**src/rtl/rgb_duty_to_hsv_if.sv**
```systemverilog
// Handshake and data bundle between the duty-cycle detectors, the
// RGB-to-HSV converter and the colour display/report stage.
interface rgb_duty_to_hsv_if;
   logic       in_valid;
   logic       in_ready;
   logic [7:0] red_duty;
   logic [7:0] green_duty;
   logic [7:0] blue_duty;
   logic       out_valid;
   logic       out_ready;
   logic [8:0] hue;
   logic [6:0] saturation;
   logic [6:0] value;
   logic       clamped;

   // Producer/consumer side (drives the duty triple, accepts the HSV result)
   modport master (
      output in_valid, red_duty, green_duty, blue_duty, out_ready,
      input  in_ready, out_valid, hue, saturation, value, clamped
   );

   // Converter side
   modport slave (
      input  in_valid, red_duty, green_duty, blue_duty, out_ready,
      output in_ready, out_valid, hue, saturation, value, clamped
   );
endinterface

```
**src/rtl/rgb_duty_to_hsv.sv**
```systemverilog
// RGB duty triple (percent) to HSV converter. One restoring divider is shared
// between the saturation and hue quotients, so every conversion takes the
// same number of cycles regardless of the input values.
module rgb_duty_to_hsv #(
   parameter int DUTY_MAX  = 100,
   parameter int DIV_WIDTH = 14
) (
   input logic              clock,
   input logic              reset,
   rgb_duty_to_hsv_if.slave bus
);

   localparam logic [2:0] IDLE    = 3'd0;
   localparam logic [2:0] CALC    = 3'd1;
   localparam logic [2:0] DIV_SAT = 3'd2;
   localparam logic [2:0] DIV_HUE = 3'd3;
   localparam logic [2:0] FINAL   = 3'd4;
   localparam logic [2:0] DONE    = 3'd5;

   localparam int                   CW        = $clog2(DIV_WIDTH + 1);
   localparam logic [CW-1:0]        LAST_STEP = CW'(DIV_WIDTH - 1);
   localparam logic [7:0]           DUTY_CAP  = 8'(DUTY_MAX);
   localparam logic [DIV_WIDTH-1:0] SAT_SCALE = DIV_WIDTH'(100);
   localparam logic [DIV_WIDTH-1:0] HUE_SCALE = DIV_WIDTH'(60);
   localparam logic [DIV_WIDTH-1:0] DIV_ONE   = DIV_WIDTH'(1);

   // ---------------- state ----------------
   logic [2:0]           state_q, state_d;
   logic                 in_ready_q, in_ready_d;
   logic [7:0]           red_q, red_d, green_q, green_d, blue_q, blue_d;
   logic                 clamp_pend_q, clamp_pend_d;
   logic [7:0]           max_q, max_d, delta_q, delta_d;
   logic                 diff_neg_q, diff_neg_d;
   logic [1:0]           sector_q, sector_d;
   logic [DIV_WIDTH-1:0] hue_num_q, hue_num_d;
   logic [DIV_WIDTH-1:0] div_num_q, div_num_d, div_den_q, div_den_d;
   logic [DIV_WIDTH-1:0] div_rem_q, div_rem_d, div_quo_q, div_quo_d;
   logic [CW-1:0]        step_q, step_d;
   logic [6:0]           sat_res_q, sat_res_d;
   logic                 out_valid_q, out_valid_d;
   logic [8:0]           hue_q, hue_d;
   logic [6:0]           saturation_q, saturation_d, value_q, value_d;
   logic                 clamped_q, clamped_d;

   // ---------------- input clamp ----------------
   logic [7:0] duty_raw  [3];
   logic [7:0] duty_clip [3];
   logic [2:0] duty_over;

   assign duty_raw[0] = bus.red_duty;
   assign duty_raw[1] = bus.green_duty;
   assign duty_raw[2] = bus.blue_duty;

   genvar gi;
   generate
      for (gi = 0; gi < 3; gi++) begin : g_clamp
         assign duty_over[gi] = duty_raw[gi] > DUTY_CAP;
         assign duty_clip[gi] = duty_over[gi] ? DUTY_CAP : duty_raw[gi];
      end
   endgenerate

   // ---------------- CALC datapath ----------------
   logic [7:0] calc_max, calc_min, calc_a, calc_b, calc_delta, calc_abs;
   logic [1:0] calc_sector;

   // Pick max (ties favour R, then G), min, and the operand pair of the signed diff
   always_comb begin
      calc_max    = red_q;
      calc_sector = 2'd0;
      calc_a      = green_q;
      calc_b      = blue_q;
      if (red_q >= green_q && red_q >= blue_q) begin
         calc_max    = red_q;
         calc_sector = 2'd0;
         calc_a      = green_q;
         calc_b      = blue_q;
      end else if (green_q >= blue_q) begin
         calc_max    = green_q;
         calc_sector = 2'd1;
         calc_a      = blue_q;
         calc_b      = red_q;
      end else begin
         calc_max    = blue_q;
         calc_sector = 2'd2;
         calc_a      = red_q;
         calc_b      = green_q;
      end
      calc_min = red_q;
      if (green_q < calc_min) calc_min = green_q;
      if (blue_q < calc_min)  calc_min = blue_q;
      calc_delta = calc_max - calc_min;
      calc_abs   = (calc_a < calc_b) ? (calc_b - calc_a) : (calc_a - calc_b);
   end

   // ---------------- restoring divider step ----------------
   logic [DIV_WIDTH:0]   div_trial;
   logic                 div_fits;
   logic [DIV_WIDTH-1:0] div_rem_step, div_quo_step;

   assign div_trial    = {div_rem_q, div_num_q[DIV_WIDTH-1]};
   assign div_fits     = div_trial >= {1'b0, div_den_q};
   assign div_rem_step = div_fits ? DIV_WIDTH'(div_trial - {1'b0, div_den_q})
                                  : DIV_WIDTH'(div_trial);
   assign div_quo_step = {div_quo_q[DIV_WIDTH-2:0], div_fits};

   // ---------------- FINAL hue assembly ----------------
   logic [9:0] hue_quo, hue_base, hue_calc;

   // Place the hue quotient in its sector; red wraps negative offsets through 360
   always_comb begin
      hue_quo  = 10'(div_quo_q);
      hue_base = (sector_q == 2'd1) ? 10'd120 : (sector_q == 2'd2) ? 10'd240 : 10'd0;
      if (sector_q == 2'd0 && diff_neg_q) hue_calc = 10'd360 - hue_quo;
      else if (diff_neg_q)                hue_calc = hue_base - hue_quo;
      else                                hue_calc = hue_base + hue_quo;
      if (hue_calc == 10'd360) hue_calc = 10'd0;
      if (delta_q == 8'd0)     hue_calc = 10'd0;
   end

   // Next-state logic for the conversion sequence and output registers
   always_comb begin
      state_d      = state_q;
      in_ready_d   = 1'b0;
      red_d        = red_q;
      green_d      = green_q;
      blue_d       = blue_q;
      clamp_pend_d = clamp_pend_q;
      max_d        = max_q;
      delta_d      = delta_q;
      diff_neg_d   = diff_neg_q;
      sector_d     = sector_q;
      hue_num_d    = hue_num_q;
      div_num_d    = div_num_q;
      div_den_d    = div_den_q;
      div_rem_d    = div_rem_q;
      div_quo_d    = div_quo_q;
      step_d       = step_q;
      sat_res_d    = sat_res_q;
      out_valid_d  = out_valid_q;
      hue_d        = hue_q;
      saturation_d = saturation_q;
      value_d      = value_q;
      clamped_d    = clamped_q;
      case (state_q)
         IDLE: begin
            in_ready_d = 1'b1;
            if (bus.in_valid && in_ready_q) begin
               red_d        = duty_clip[0];
               green_d      = duty_clip[1];
               blue_d       = duty_clip[2];
               clamp_pend_d = |duty_over;
               in_ready_d   = 1'b0;
               state_d      = CALC;
            end
         end
         CALC: begin
            max_d      = calc_max;
            delta_d    = calc_delta;
            diff_neg_d = calc_a < calc_b;
            sector_d   = calc_sector;
            hue_num_d  = DIV_WIDTH'(calc_abs) * HUE_SCALE;
            div_num_d  = DIV_WIDTH'(calc_delta) * SAT_SCALE;
            div_den_d  = (calc_max == 8'd0) ? DIV_ONE : DIV_WIDTH'(calc_max);
            div_rem_d  = '0;
            div_quo_d  = '0;
            step_d     = '0;
            state_d    = DIV_SAT;
         end
         DIV_SAT, DIV_HUE: begin
            div_rem_d = div_rem_step;
            div_num_d = div_num_q << 1;
            div_quo_d = div_quo_step;
            step_d    = step_q + CW'(1);
            if (step_q == LAST_STEP) begin
               step_d = '0;
               if (state_q == DIV_SAT) begin
                  // Saturation done: reload the divider for the hue quotient
                  sat_res_d = 7'(div_quo_step);
                  div_num_d = hue_num_q;
                  div_den_d = (delta_q == 8'd0) ? DIV_ONE : DIV_WIDTH'(delta_q);
                  div_rem_d = '0;
                  div_quo_d = '0;
                  state_d   = DIV_HUE;
               end else begin
                  state_d   = FINAL;
               end
            end
         end
         FINAL: begin
            hue_d        = 9'(hue_calc);
            saturation_d = (delta_q == 8'd0) ? 7'd0 : sat_res_q;
            value_d      = 7'(max_q);
            clamped_d    = clamp_pend_q;
            out_valid_d  = 1'b1;
            state_d      = DONE;
         end
         DONE: begin
            if (bus.out_ready) begin
               out_valid_d = 1'b0;
               state_d     = IDLE;
            end
         end
         default: state_d = IDLE;
      endcase
   end

   // Register update; reset aborts any conversion in flight
   always_ff @(posedge clock) begin
      if (reset) begin
         state_q      <= IDLE;
         in_ready_q   <= 1'b0;
         red_q        <= '0;
         green_q      <= '0;
         blue_q       <= '0;
         clamp_pend_q <= 1'b0;
         max_q        <= '0;
         delta_q      <= '0;
         diff_neg_q   <= 1'b0;
         sector_q     <= '0;
         hue_num_q    <= '0;
         div_num_q    <= '0;
         div_den_q    <= '0;
         div_rem_q    <= '0;
         div_quo_q    <= '0;
         step_q       <= '0;
         sat_res_q    <= '0;
         out_valid_q  <= 1'b0;
         hue_q        <= '0;
         saturation_q <= '0;
         value_q      <= '0;
         clamped_q    <= 1'b0;
      end else begin
         state_q      <= state_d;
         in_ready_q   <= in_ready_d;
         red_q        <= red_d;
         green_q      <= green_d;
         blue_q       <= blue_d;
         clamp_pend_q <= clamp_pend_d;
         max_q        <= max_d;
         delta_q      <= delta_d;
         diff_neg_q   <= diff_neg_d;
         sector_q     <= sector_d;
         hue_num_q    <= hue_num_d;
         div_num_q    <= div_num_d;
         div_den_q    <= div_den_d;
         div_rem_q    <= div_rem_d;
         div_quo_q    <= div_quo_d;
         step_q       <= step_d;
         sat_res_q    <= sat_res_d;
         out_valid_q  <= out_valid_d;
         hue_q        <= hue_d;
         saturation_q <= saturation_d;
         value_q      <= value_d;
         clamped_q    <= clamped_d;
      end
   end

   assign bus.in_ready   = in_ready_q;
   assign bus.out_valid  = out_valid_q;
   assign bus.hue        = hue_q;
   assign bus.saturation = saturation_q;
   assign bus.value      = value_q;
   assign bus.clamped    = clamped_q;

endmodule
```
**src/flat_wrapper.sv**
```systemverilog
// flat-port wrapper written by rule: the top's interface ports become plain ports
module rgb_duty_to_hsv_flat 
#(
   parameter int DUTY_MAX  = 100,
   parameter int DIV_WIDTH = 14
)
  (clock, reset, bus_in_valid, bus_red_duty, bus_green_duty, bus_blue_duty, bus_out_ready, bus_in_ready, bus_out_valid, bus_hue, bus_saturation, bus_value, bus_clamped);
  rgb_duty_to_hsv_if bus_i ();
  input logic clock;
  input logic reset;
  input wire logic [$bits(bus_i.in_valid)-1:0] bus_in_valid;
  input wire logic [$bits(bus_i.red_duty)-1:0] bus_red_duty;
  input wire logic [$bits(bus_i.green_duty)-1:0] bus_green_duty;
  input wire logic [$bits(bus_i.blue_duty)-1:0] bus_blue_duty;
  input wire logic [$bits(bus_i.out_ready)-1:0] bus_out_ready;
  output wire logic [$bits(bus_i.in_ready)-1:0] bus_in_ready;
  output wire logic [$bits(bus_i.out_valid)-1:0] bus_out_valid;
  output wire logic [$bits(bus_i.hue)-1:0] bus_hue;
  output wire logic [$bits(bus_i.saturation)-1:0] bus_saturation;
  output wire logic [$bits(bus_i.value)-1:0] bus_value;
  output wire logic [$bits(bus_i.clamped)-1:0] bus_clamped;
  assign bus_i.in_valid = bus_in_valid;
  assign bus_i.red_duty = bus_red_duty;
  assign bus_i.green_duty = bus_green_duty;
  assign bus_i.blue_duty = bus_blue_duty;
  assign bus_i.out_ready = bus_out_ready;
  assign bus_in_ready = bus_i.in_ready;
  assign bus_out_valid = bus_i.out_valid;
  assign bus_hue = bus_i.hue;
  assign bus_saturation = bus_i.saturation;
  assign bus_value = bus_i.value;
  assign bus_clamped = bus_i.clamped;
  rgb_duty_to_hsv #(.DUTY_MAX(DUTY_MAX), .DIV_WIDTH(DIV_WIDTH)) u_core (.clock(clock), .reset(reset), .bus(bus_i));
endmodule
```
**config.mk**
```make
export PLATFORM = sky130hd
export DESIGN_NAME = rgb_duty_to_hsv_flat
export DESIGN_NICKNAME = d
export VERILOG_FILES = /design/src/rtl/rgb_duty_to_hsv_if.sv /design/src/rtl/rgb_duty_to_hsv.sv /design/src/flat_wrapper.sv
export SDC_FILE = /design/constraint.sdc
export NUM_CORES = 1
export LEC_CHECK = 0
export CORE_MARGIN = 10
export CORE_UTILIZATION = 35
export DETAILED_ROUTE_END_ITERATION = 8
export GPL_TIMING_DRIVEN = 0
export MAX_ROUTING_LAYER = met4
export SLEW_MARGIN = 30
export SYNTH_ARGS = -nofsm -noshare
export SYNTH_HDL_FRONTEND = slang
export SYNTH_SLANG_ARGS = --single-unit
export TNS_END_PERCENT = 50
```
**constraint.sdc**
```tcl
create_clock -name clock -period 7.1 [get_ports clock]
set_clock_uncertainty 0.15 [all_clocks]
set_input_delay 1.065 -clock clock [delete_from_list [all_inputs] [get_ports clock]]
set_output_delay 1.065 -clock clock [all_outputs]
set_load 0.02 [all_outputs]
```
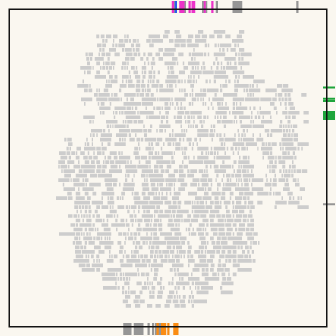
(I/O pins on the die edge)
Pins as bars across the die edge, other pins in grey.
Key: orange = bus_red_duty [pins 8, direction input, edge south]; green = bus_value [pins 7, direction output, edge east]; magenta = bus_hue [pins 9, direction output, edge north]; blue = bus_in_ready [pins 1, direction output, edge north]
All pins by edge: 24 south, 22 north, 8 east.
die x size: 191.5 um
Die Span Y: 191.5 um

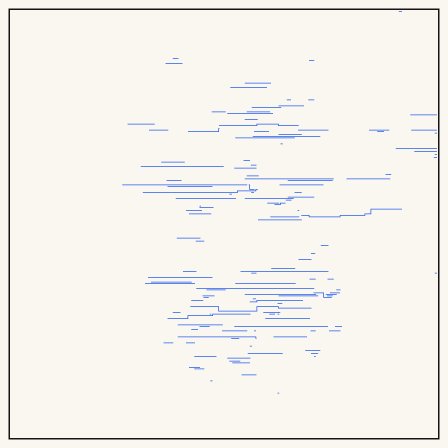
(signal wires on met3)
92 nets have wire on it. The wires run mostly horizontal. The layer carries 1530 um of wire. The layer holds 4.9% of the routed length.
via count: 9725
total wire length: 31.02 mm
GRT met3 Usage: 2.351%

==> impl_metrics.py <==
# Auto-generated metrics
metrics = {
    "outcome": {
        "outcome": "complete, no violations",
    },
    "critical_path": {
        "r2r_start": "u_core.green_q[3]$_SDFFE_PP0P_",
        "critPathMaxFanout": 6,
        "worstPathRequired_ns": 7.24,
        "r2r_end": "u_core.div_num_q[12]$_SDFFE_PP0P_",
        "max_stage_delay_ns": 0.53,
        "endpoint": "u_core.div_num_q[12]$_SDFFE_PP0P_",
        "reg2reg_depth": 34,
        "slowest_stage": "fa_1",
        "worst_setup_path_start_kind": "flop",
        "worstPathArrival_ns": 7.09,
    },
    "final_layout": {
        "fillers": 2821,
        "combGateArea_um2": 7422,
        "utilization_pct": 44.88,
    },
    "placed_design": {
        "dpl.hpwl_mm": 23.03,
        "gp_congestion": 0.9146,
        "port_buffers": 53,
    },
    "logic_synthesis": {
        "postSynth.asyncResetShare_pct": 0,
        "netlist_area_um2": 10290,
        "edf_count": 0,
        "syn-num-nets": 1463,
        "ys_seq_share_pct": 27.04,
        "yosysWarnings": 0,
        "synthCells": 1304,
        "ys_ff": 139,
        "synthFlopType": "dfxtp_1",
        "ys_types": 71,
    },
    "timing": {
        "finalCriticalPeriod_ns": 6.956,
        "tightest_slew_ns": 0.8886,
        "maxSlewHeadroom_pct": 40.76,
        "setup_tns_ns": 0,
    },
    "clocking": {
        "postCtsHoldBufs": 0,
        "h-tree-depth": 4,
        "cts_buffer_depth": 2,
        "cts_resized": 43,
    },
    "grt": {
        "grt_overflow": 0,
        "antenna_found_initial": 0,
    },
    "detailed_routing": {
        "ant_nets": 0,
        "vias_per_cell": 5.329,
        "drc": 0,
    },
    "worst_hold_path": {
        "hold_depth": 2,
        "min_from": "u_core.bus.saturation[2]$_SDFFE_PP0P_",
    },
    "floorplanning": {
        "core-area_um2": 28860,
        "fp_util_pct": 35.66,
        "rows": 62,
    },
}
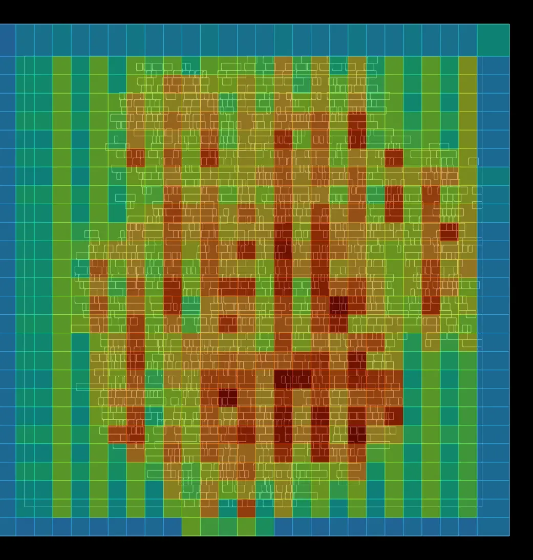
(congestion heat map)
gr usage total: 17.05%
met1 Usage GRT: 21.91%
met2 usage: 27.31%
busiest grt layer: met2
DR WL/cell: 17.00 um

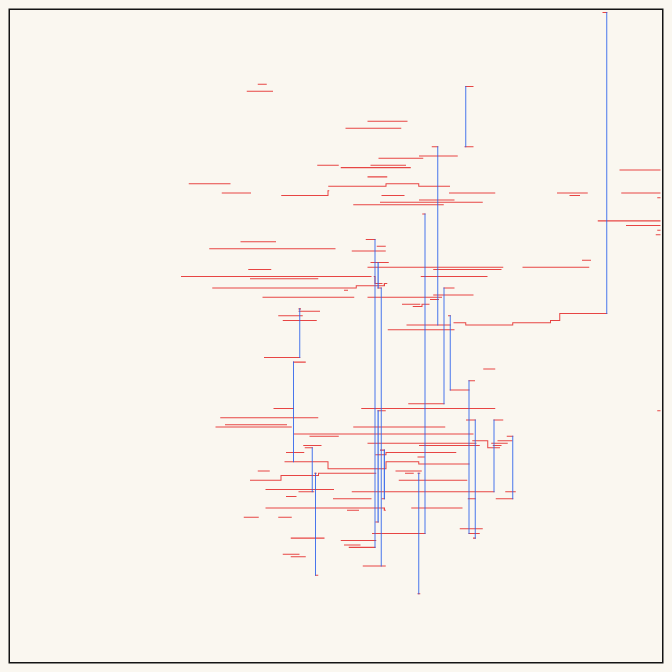
(routed metal, one colour a layer)
Two of the layers only.
Key: red = met3 [wire length 1530 um]; blue = met4 [wire length 775 um]

[synthesized netlist by cell type, drive strengths merged (3+ instances only)]
library cell / count / share of area, %
a211oi: 22 / 1.6
a21o: 26 / 1.9
a21oi: 136 / 6.8
a22o: 7 / 0.60
a22oi: 17 / 1.2
a311oi: 9 / 0.77
a31oi: 10 / 0.61
a32oi: 4 / 0.34
and3: 4 / 0.24
buf: 14 / 0.62
clkbuf: 53 / 1.9
dfxtp: 139 / 27
fa: 20 / 3.9
ha: 111 / 13
inv: 95 / 3.5
mux2: 18 / 2.0
mux2i: 38 / 3.7
nand2: 156 / 5.7
nand2b: 9 / 0.55
nand3: 31 / 1.5
nand3b: 3 / 0.22
nand4: 6 / 0.36
nor2: 130 / 4.7
nor2b: 9 / 0.55
nor3: 36 / 1.8
nor3b: 5 / 0.36
nor4: 8 / 0.55
o211ai: 7 / 0.51
o21a: 12 / 0.88
o21ai: 53 / 2.6
o21bai: 13 / 0.95
or2: 6 / 0.36
or3: 5 / 0.30
xnor2: 42 / 3.6
xor2: 15 / 1.3
[cell type report]
type                       count  area share (%)
clock inverter                15           1.179
tap                          384           3.710
sequential                   139           21.93
buffer                        67           2.415
clock buffer                  17           3.285
timing repair buffer         105           7.236
multi-input combinational   1003           57.31
inverter                      95           2.937
[kinds of logic (layout without fill, tap and decap cells)]
logic type	after synthesis	after routing	share of synthesized area [%]
and+or+nand+nor	421	421	18.30
AOI/OAI and AO/OA	338	338	20.66
buffers and inverters	162	299	6.019
DFF	139	139	27.04
adders and majority gates	131	131	17.39
xor gates and xnor gates	57	57	4.925
muxes	56	56	5.666
[cells in the final DEF (no fill, tap or decap), types with 26 or more instances in the layout]
cell type        count
dfxtp_1            117
o21ai_0             29
inv_1               78
a21oi_1            118
a21o_1              26
clkdlybuf4s50_1     53
clkbuf_1            51
xnor2_1             33
nand3_1             31
buf_4               51
mux2i_1             36
nor3_1              33
ha_1                96
nand2_1            155
nor2_1             126
[per-stage QoR]
step	setup slack, ns	cells	hold WS (ns)	instance area (um^2)
after floorplan	0.1378	1304	0.2788	10290
after global placement	-0.9422	1741	0.2910	11300
after detailed placement	-1.114	1741	0.2926	11320
after CTS	-0.03625	1791	0.3020	12190
after global routing	-0.1933	1825	0.3172	12950
final	0.1437	1825	0.3018	12950
[worst max-delay path, delay by kind of cell, from the launching register on]
kind                       cells  cell delay [ns]
muxes                          1             0.25
DFF                            1             0.40
xor gates and xnor gates       2             0.27
AOI/OAI and AO/OA              9             1.27
and+or+nand+nor                7             1.32
buffers and inverters          7             0.75
adders and majority gates      8             2.39
[routing by layer]
layer	wire, um	global-route usage, %	vias up	part of all wire [%]
li1	-	-	4809	-
met1	14030	21.91	4636	45
met2	14680	27.31	234	47
met3	1530	2.351	46	4.9
met4	775	5.048	0	2.5
met5	0	-	-	0
[sequential cells by signal (all words and copies together), names as in the netlist, 8 cells and up]
signal / cells
u_core.div_rem_q: 14
u_core.div_num_q: 12
u_core.hue_num_q: 12
u_core.div_quo_q: 10
u_core.bus.hue: 9
u_core.blue_q: 8
u_core.delta_q: 8
u_core.div_den_q: 8
u_core.green_q: 8
u_core.red_q: 8
